==> config.mk <==
export PLATFORM = sky130hd
export DESIGN_NAME = matrix_scan_capture_flat
export DESIGN_NICKNAME = d
export VERILOG_FILES = /design/src/rtl/matrix_scan_capture_if.sv /design/src/rtl/matrix_scan_capture.sv /design/src/flat_wrapper.sv
export SDC_FILE = /design/constraint.sdc
export NUM_CORES = 1
export LEC_CHECK = 0
export CORE_UTILIZATION = 46
export CTS_CLUSTER_SIZE = 8
export DETAILED_ROUTE_END_ITERATION = 8
export SLEW_MARGIN = 20
export SYNTH_ARGS = -nofsm -noshare
export SYNTH_HDL_FRONTEND = slang
export SYNTH_SLANG_ARGS = --single-unit
==> constraint.sdc <==
create_clock -name clk -period 4.7 [get_ports clk]
set_input_delay 0.705 -clock clk [delete_from_list [all_inputs] [get_ports clk]]
set_output_delay 0.705 -clock clk [all_outputs]
set_load 0.01 [all_outputs]
==> src/rtl/matrix_scan_capture_if.sv <==
// Scan-side and readback signals of the LED-matrix capture block.
// scan_en qualifies scan_row/scan_col each cycle; there is no back-pressure, every qualified cycle is consumed.
interface matrix_scan_capture_if #(
   parameter int ROWS      = 16,
   parameter int COLS      = 32,
   parameter int ROW_IDX_W = 4
);
   logic                 scan_en;
   logic [ROWS-1:0]      scan_row;
   logic [COLS-1:0]      scan_col;
   logic [ROW_IDX_W-1:0] rd_row;
   logic                 clr_err;
   logic [COLS-1:0]      rd_data;
   logic                 frame_done;
   logic [15:0]          frame_count;
   logic                 locked;
   logic                 err_onehot;
   logic                 err_order;
   logic                 capturing;

   modport master (
      output scan_en, scan_row, scan_col, rd_row, clr_err,
      input  rd_data, frame_done, frame_count, locked, err_onehot, err_order, capturing
   );

   modport slave (
      input  scan_en, scan_row, scan_col, rd_row, clr_err,
      output rd_data, frame_done, frame_count, locked, err_onehot, err_order, capturing
   );
endinterface

==> src/rtl/matrix_scan_capture.sv <==
// Rebuilds scanned LED-matrix frames into a ping-pong buffer, checks row order and one-hot
// legality, and offers a registered readback of the front (last complete) frame.
module matrix_scan_capture #(
   parameter int ROWS      = 16,
   parameter int COLS      = 32,
   parameter int ROW_IDX_W = 4
) (
   input logic                  clk,
   input logic                  rst,
   matrix_scan_capture_if.slave bus
);
   typedef enum logic {HUNT = 1'b0, CAPTURE = 1'b1} state_t;

   state_t               state;
   logic [COLS-1:0]      mem [2][ROWS];
   logic                 front;
   logic                 back;
   logic [ROW_IDX_W-1:0] exp_row;
   logic                 onehot;
   logic [ROW_IDX_W-1:0] row_idx;

   assign back = ~front;
   assign bus.capturing = (state == CAPTURE);

   always_comb begin
      row_idx = '0;
      for (int i = 0; i < ROWS; i++) begin
         if (bus.scan_row[i]) row_idx = ROW_IDX_W'(i);
      end
   end

   assign onehot = (bus.scan_row != '0) &&
                   ((bus.scan_row & (bus.scan_row - ROWS'(1))) == '0);

   always_ff @(posedge clk) begin
      if (rst) begin
         for (int b = 0; b < 2; b++) begin
            for (int r = 0; r < ROWS; r++) mem[b][r] <= '0;
         end
         front           <= 1'b0;
         state           <= HUNT;
         exp_row         <= '0;
         bus.rd_data     <= '0;
         bus.frame_done  <= 1'b0;
         bus.frame_count <= '0;
         bus.locked      <= 1'b0;
         bus.err_onehot  <= 1'b0;
         bus.err_order   <= 1'b0;
      end else begin
         bus.frame_done <= 1'b0;
         // Uses the pre-toggle front, so a read in the toggle cycle still sees the old frame.
         bus.rd_data    <= mem[front][bus.rd_row];
         if (bus.clr_err) begin
            bus.err_onehot <= 1'b0;
            bus.err_order  <= 1'b0;
         end
         if (bus.scan_en) begin
            if (!onehot) begin
               bus.err_onehot <= 1'b1;
               bus.locked     <= 1'b0;
               state          <= HUNT;
               exp_row        <= '0;
            end else if (state == HUNT) begin
               if (row_idx == '0) begin
                  mem[back][row_idx] <= bus.scan_col;
                  exp_row            <= ROW_IDX_W'(1);
                  state              <= CAPTURE;
               end
            end else if (row_idx == exp_row) begin
               mem[back][row_idx] <= bus.scan_col;
               if (exp_row == ROW_IDX_W'(ROWS - 1)) begin
                  front           <= back;
                  bus.frame_done  <= 1'b1;
                  bus.frame_count <= bus.frame_count + 16'd1;
                  bus.locked      <= 1'b1;
                  exp_row         <= '0;
               end else begin
                  exp_row <= exp_row + ROW_IDX_W'(1);
               end
            end else begin
               // Out of order: row 0 doubles as the start of a fresh frame.
               bus.err_order <= 1'b1;
               bus.locked    <= 1'b0;
               if (row_idx == '0) begin
                  mem[back][row_idx] <= bus.scan_col;
                  exp_row            <= ROW_IDX_W'(1);
               end else begin
                  state   <= HUNT;
                  exp_row <= '0;
               end
            end
         end
      end
   end
endmodule

==> src/flat_wrapper.sv <==
// flat-port wrapper written by rule: the top's interface ports become plain ports
module matrix_scan_capture_flat 
#(
   parameter int ROWS      = 16,
   parameter int COLS      = 32,
   parameter int ROW_IDX_W = 4
)
  (clk, rst, bus_scan_en, bus_scan_row, bus_scan_col, bus_rd_row, bus_clr_err, bus_rd_data, bus_frame_done, bus_frame_count, bus_locked, bus_err_onehot, bus_err_order, bus_capturing);
  matrix_scan_capture_if #(.ROWS(ROWS), .COLS(COLS), .ROW_IDX_W(ROW_IDX_W)) bus_i ();
  input logic clk;
  input logic rst;
  input wire logic [$bits(bus_i.scan_en)-1:0] bus_scan_en;
  input wire logic [$bits(bus_i.scan_row)-1:0] bus_scan_row;
  input wire logic [$bits(bus_i.scan_col)-1:0] bus_scan_col;
  input wire logic [$bits(bus_i.rd_row)-1:0] bus_rd_row;
  input wire logic [$bits(bus_i.clr_err)-1:0] bus_clr_err;
  output wire logic [$bits(bus_i.rd_data)-1:0] bus_rd_data;
  output wire logic [$bits(bus_i.frame_done)-1:0] bus_frame_done;
  output wire logic [$bits(bus_i.frame_count)-1:0] bus_frame_count;
  output wire logic [$bits(bus_i.locked)-1:0] bus_locked;
  output wire logic [$bits(bus_i.err_onehot)-1:0] bus_err_onehot;
  output wire logic [$bits(bus_i.err_order)-1:0] bus_err_order;
  output wire logic [$bits(bus_i.capturing)-1:0] bus_capturing;
  assign bus_i.scan_en = bus_scan_en;
  assign bus_i.scan_row = bus_scan_row;
  assign bus_i.scan_col = bus_scan_col;
  assign bus_i.rd_row = bus_rd_row;
  assign bus_i.clr_err = bus_clr_err;
  assign bus_rd_data = bus_i.rd_data;
  assign bus_frame_done = bus_i.frame_done;
  assign bus_frame_count = bus_i.frame_count;
  assign bus_locked = bus_i.locked;
  assign bus_err_onehot = bus_i.err_onehot;
  assign bus_err_order = bus_i.err_order;
  assign bus_capturing = bus_i.capturing;
  matrix_scan_capture #(.ROWS(ROWS), .COLS(COLS), .ROW_IDX_W(ROW_IDX_W)) u_core (.clk(clk), .rst(rst), .bus(bus_i));
endmodule
==> out/metrics.json, run 1 <==
{
  "outcome": {"value": "finished clean"},
  "vdd_drop_max": {"value": 0.0003707, "unit": "V"},
  "layout.comb_gates.multi_input": {"value": 1295},
  "xor_area_share": {"value": 0.1926, "unit": "%"},
  "cts-htree-levels": {"value": 4},
  "static_leakage": {"value": 0.01908, "unit": "uW"},
  "post_synth_main_area_contributors": {"value": "sky130_fd_sc_hd__edfxtp_1 68%, sky130_fd_sc_hd__mux4_2 16%, sky130_fd_sc_hd__and2_1 3.5%, sky130_fd_sc_hd__dfxtp_1 2.6%, sky130_fd_sc_hd__nor2_1 2.4%"},
  "netlist_area": {"value": 0.04547, "unit": "mm^2"},
  "final.hold.worst_slack": {"value": 0.4965, "unit": "ns"},
  "core.rowCount": {"value": 114},
  "compound_area_share": {"value": 1.252, "unit": "%"},
  "post-route-worst-setup-slack": {"value": 0.8066, "unit": "ns"},
  "antenna_cells_inserted": {"value": 0},
  "cp_slowest_cell": {"value": "sky130_fd_sc_hd__or4_1"},
  "path_cells": {"value": "clkdlybuf4s50_1 -> or4_1 -> or3_1 -> nor3_2 -> a21oi_1 -> o41a_4 -> or2_2 -> nor4_1 -> buf_4 -> a21o_2 -> buf_12"},
  "yosysMostFrequentCell": {"value": "sky130_fd_sc_hd__edfxtp_1"},
  "io_pins": {"value": 109},
  "ys_dominant_reg_cell": {"value": "sky130_fd_sc_hd__edfxtp_1"},
  "placed_instances": {"value": 3971},
  "ys_types": {"value": 63},
  "warnings": {"value": 27},
  "clock_pin_slew_of_the_registers_on_the_worst_case_setup_and_hold_paths": {"value": 0.05, "unit": "ns"},
  "post_route_cells_drive_above_1_share": {"value": 25.66, "unit": "%"},
  "top_layer": {"value": "met4"},
  "layout_min_cycle_time": {"value": 3.893, "unit": "ns"},
  "pg_seq": {"value": 10900, "unit": "uW"},
  "top_logic_cell_family_in_the_synthesized_netlist": {"value": "multiplexers"},
  "worst-r2r-cell-count": {"value": 9},
  "dpl_cell_area": {"value": 0.04970, "unit": "mm^2"},
  "cts_resized": {"value": 0},
  "worst_slew_pin_slew": {"value": 0.9491, "unit": "ns"},
  "busiest_layer_in_global_routing": {"value": "met2"},
  "enable_flop_cells": {"value": 1024},
  "grt_pass1_vias": {"value": 27280},
  "power_report.internal_total": {"value": 17410, "unit": "uW"},
  "combGateArea": {"value": 0.01276, "unit": "mm^2"},
  "synth_top_area_share": {"value": 67.62, "unit": "%"},
  "gpl.final_weighted_congestion": {"value": 0.8297},
  "switchingPower": {"value": 4855, "unit": "uW"},
  "endpoint_kind": {"value": "flop"},
  "seq_area": {"value": 0.03194, "unit": "mm^2"},
  "final_cell_area": {"value": 0.05407, "unit": "mm^2"}
}
-- run 1: cell usage in the layout, fill, tap and decap left out, types with 4 or more instances in the layout --
cell,instances
sky130_fd_sc_hd__xor2_1,4
sky130_fd_sc_hd__and3_1,104
sky130_fd_sc_hd__clkinv_8,6
sky130_fd_sc_hd__buf_12,65
sky130_fd_sc_hd__or3_1,15
sky130_fd_sc_hd__buf_4,135
sky130_fd_sc_hd__nor4_4,5
sky130_fd_sc_hd__a31o_2,4
sky130_fd_sc_hd__nor4_1,4
sky130_fd_sc_hd__nor2_1,287
sky130_fd_sc_hd__nand4_1,8
sky130_fd_sc_hd__xnor2_1,6
sky130_fd_sc_hd__a21oi_1,17
sky130_fd_sc_hd__inv_1,11
sky130_fd_sc_hd__nor3_1,8
sky130_fd_sc_hd__o21ai_0,13
sky130_fd_sc_hd__mux4_2,320
sky130_fd_sc_hd__nand2b_1,7
sky130_fd_sc_hd__and2_1,257
sky130_fd_sc_hd__nand2_1,106
sky130_fd_sc_hd__nor2b_1,4
sky130_fd_sc_hd__or2_2,8
sky130_fd_sc_hd__a21o_2,22
sky130_fd_sc_hd__dfxtp_1,57
sky130_fd_sc_hd__clkbuf_1,71
sky130_fd_sc_hd__clkdlybuf4s50_1,103
sky130_fd_sc_hd__clkbuf_16,156
sky130_fd_sc_hd__edfxtp_1,1024
sky130_fd_sc_hd__or4_1,4
sky130_fd_sc_hd__mux2i_1,34
sky130_fd_sc_hd__nand3_1,9
-- run 1: flip-flops by register name (all words and copies together), names as in the netlist, 4 cells and up, named ones only --
signal                  flops
u_core.exp_row              4
u_core.bus.frame_count     16
u_core.mem               1024
u_core.bus.rd_data         32
### Met3 routing, run 1

Drawn at 1.5 px/um.
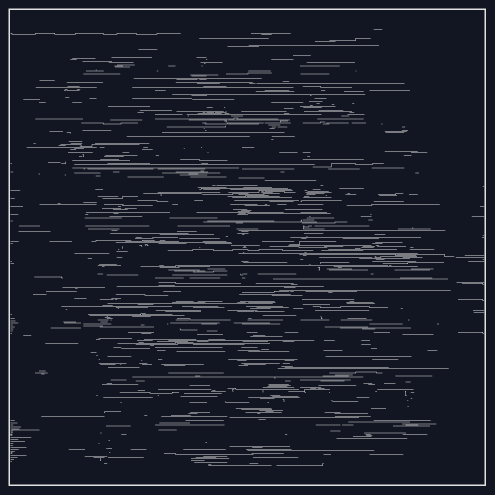
longest straight run = 160 um
nets with wire on the layer = 365
share of all routed wire = 10%
drt total wl: 137600 um
Global Route met3 Usage: 7.312%
total vias in the final route: 26170

### Clock distribution, run 1

Drawn at 1.5 px/um.
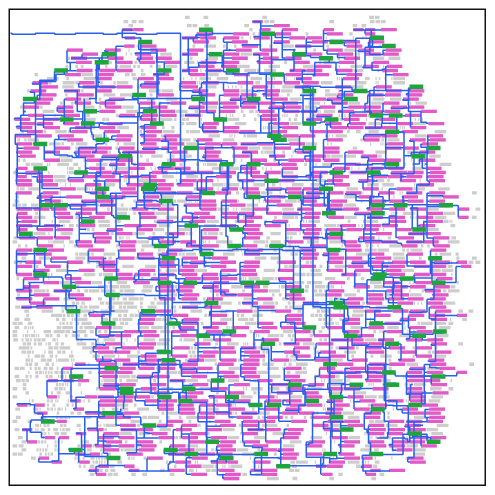
clock wires -> blue  # length 13600 um
clock drivers -> green  # count 153
flip-flops -> magenta  # count 1083
flops lie = all over the die
Worst-Skew Late Latency: 0.74 ns
Clk pwr share: 45.4%
clock-net power: 10100 uW
Layout Skew: 0.02294 ns

### Signal wires by layer, run 1

Drawn at 1 px/um.
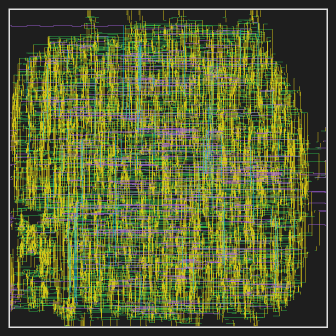
metal 2 -> yellow  # wire length 66.6 mm
metal 3 -> purple  # wire length 13800 um
metal 1 -> green  # wire length 54.2 mm
metal 4 -> cyan  # wire length 3010 um
overall routing resource usage: 28.21%
DR WL/cell: 32.68 um

### The clock network, run 1

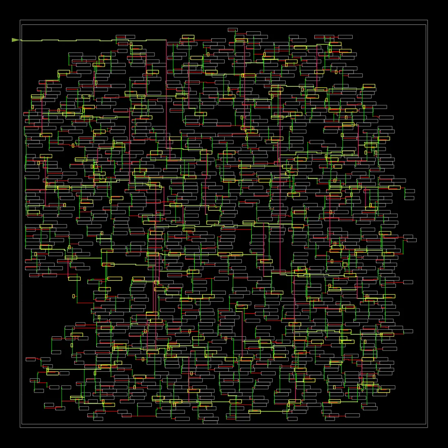
layout sequential cell count: 1083
layout clock buffer count: 227
TritonCTS Sinks: 1083
CTS buffer count: 153

==> run 2: changes to the inputs <==
- clock period: 4.7 -> 3.5 ns (I/O delays scaled with it)
==> run 2 against run 1 <==
Via count rose by 0.64%. Total power up 35%. Flip-flop count unchanged. Die size stayed put. Worst hold slack got worse by 0.041 ns. Largest cell class unchanged.
==> out/metrics.json, run 2 <==
{
  "finClkSkew": {"value": 0.01739, "unit": "ns", "change": "-0.005546 ns"},
  "core.rowCount": {"value": 114, "change": "unchanged"},
  "post_route_cells_drive_above_1_share": {"value": 27.92, "unit": "%", "change": "+2.3 points"},
  "endpoint_kind": {"value": "flop"},
  "largest_register_ffs": {"value": 1024, "change": "unchanged"},
  "final_cell_mix": {"value": "1024 x sky130_fd_sc_hd__edfxtp_1, 320 x sky130_fd_sc_hd__mux4_2, 285 x sky130_fd_sc_hd__nor2_1"},
  "yosysMostFrequentCell": {"value": "sky130_fd_sc_hd__edfxtp_1"},
  "static_leakage": {"value": 0.01975, "unit": "uW", "change": "+3.5%"},
  "grt_pass1_vias": {"value": 27550, "change": "+0.98%"},
  "post-route-worst-setup-slack": {"value": 0.1948, "unit": "ns", "change": "-0.6118 ns"},
  "combGateArea": {"value": 0.01294, "unit": "mm^2", "change": "+1.4%"},
  "enable_flop_cells": {"value": 1024, "change": "unchanged"},
  "post_synth_main_area_contributors": {"value": "sky130_fd_sc_hd__edfxtp_1 68%, sky130_fd_sc_hd__mux4_2 16%, sky130_fd_sc_hd__and2_1 3.5%, sky130_fd_sc_hd__dfxtp_1 2.6%, sky130_fd_sc_hd__nor2_1 2.4%"},
  "clock_sinks": {"value": 1083, "change": "unchanged"},
  "io_pins": {"value": 109, "change": "unchanged"},
  "vdd_drop_max": {"value": 0.0004370, "unit": "V", "change": "+18%"},
  "max_flop_register": {"value": "u_core.mem"},
  "placed_instances": {"value": 4057, "change": "+2.2%"},
  "seq_area": {"value": 0.03194, "unit": "mm^2", "change": "unchanged"},
  "path_cells": {"value": "clkdlybuf4s50_1 -> buf_4 -> inv_1 -> a221oi_1 -> o41ai_1 -> buf_4 -> mux2_2 -> o41a_4 -> nor3_4 -> and4b_2 -> or2_4 -> buf_12"},
  "outcome": {"value": "finished clean"},
  "cts-htree-levels": {"value": 4, "change": "unchanged"},
  "final.hold.worst_slack": {"value": 0.4553, "unit": "ns", "change": "-0.04124 ns"},
  "cp_slowest_cell": {"value": "sky130_fd_sc_hd__o41a_4"},
  "gpl.final_weighted_congestion": {"value": 0.8757, "change": "+5.5%"},
  "clock_pin_slew_of_the_registers_on_the_worst_case_setup_and_hold_paths": {"value": 0.05, "unit": "ns", "change": "about the same"},
  "cts_made_buffers": {"value": 153, "change": "unchanged"},
  "dpl_cell_area": {"value": 0.05112, "unit": "mm^2", "change": "+2.8%"},
  "lay_top_count": {"value": "sky130_fd_sc_hd__edfxtp_1"}
}
## run 2: cell families after synthesis
kind of cell / after synthesis / synth area share [%]
DFF: 1083 / 70.22
and+or+nand+nor: 844 / 9.608
muxes: 356 / 16.65
buffers and inverters: 217 / 1.962
AOI/OAI and AO/OA: 80 / 1.252
xor gates and xnor gates: 10 / 0.1926
adders and majority gates: 5 / 0.1238
## run 2: final timing paths
check,from,end,slack (ns),depth (start not counted)
worst max-delay path,bus_scan_row[5],u_core.mem[0][426],0.19,12
worst min-delay path,rst,u_core.exp_row[2],0.46,3
worst max register to register,flop,u_core.bus.rd_data[28],0.61,5
worst min register to register,u_core.bus.frame_count[14],u_core.bus.frame_count[14],0.51,2
## run 2: cell type report
class                   count  area share (%)
well taps                1276           2.875
clock buffers             238           7.547
repair buffers            392           8.315
inverters                  12         0.08112
diodes                      1        0.004507
clock inverters            14          0.3493
flip-flops and latches   1083           57.52
multi-input cells        1295           23.31
## run 2: timing repair
action | in CTS | in global routing
hold buffers | 0 | 0
buffers inserted | 0 | 1
setup endpoints to repair | 0 | 59
gates resized | 0 | 3
## run 2: per-layer routing
| metal | part of all wire, % | global-route usage (%) |
|---|---|---|
| met1 | 40 | 37.30 |
| met2 | 48 | 43.54 |
| met3 | 8.1 | 5.036 |
| met4 | 4.0 | 12.08 |
| met5 | 0.014 | 0 |
## run 2: power breakdown
part | leakage [uW] | total [uW] | internal [uW] | switching (uW)
clock | 0.00210 | 13700 | 8180 | 5470
combinational | 0.00656 | 1710 | 734 | 980
sequential | 0.0111 | 14700 | 14600 | 122
## run 2: worst register-to-register path: cells and delay by family, from the launching register on
family	cells	cell delay (ns)
buf+inv	1	0.38
mux	3	1.62
flops	1	0.67
simple gates	1	0.08
### Met3 routing, run 2

Drawn at 1.5 px/um.
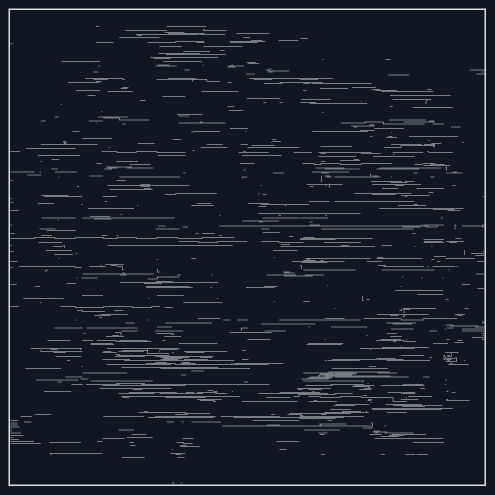
main direction = horizontal
nets with wire on the layer = 366
share of all routed wire = 8.1%
longest straight run = 138 um
wire length on this layer = 10800 um
total vias in the final route: 26340
drt total wl: 134000 um
Global Route met3 Usage: 5.036%

### Signal wires by layer, run 2

Drawn at 1 px/um.
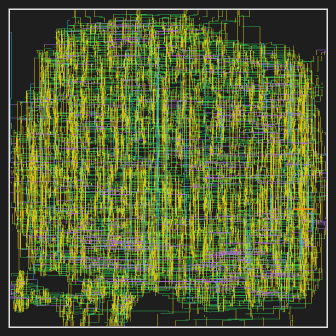
metal 4 -> cyan  # wire length 5320 um
metal 1 -> green  # wire length 53.4 mm
metal 3 -> purple  # wire length 10800 um
metal 5 -> orange  # wire length 19.3 um
metal 2 -> yellow  # wire length 64.5 mm
DR WL/cell: 31.08 um
overall routing resource usage: 27.44%

Power is estimated from default activity; no workload was simulated.
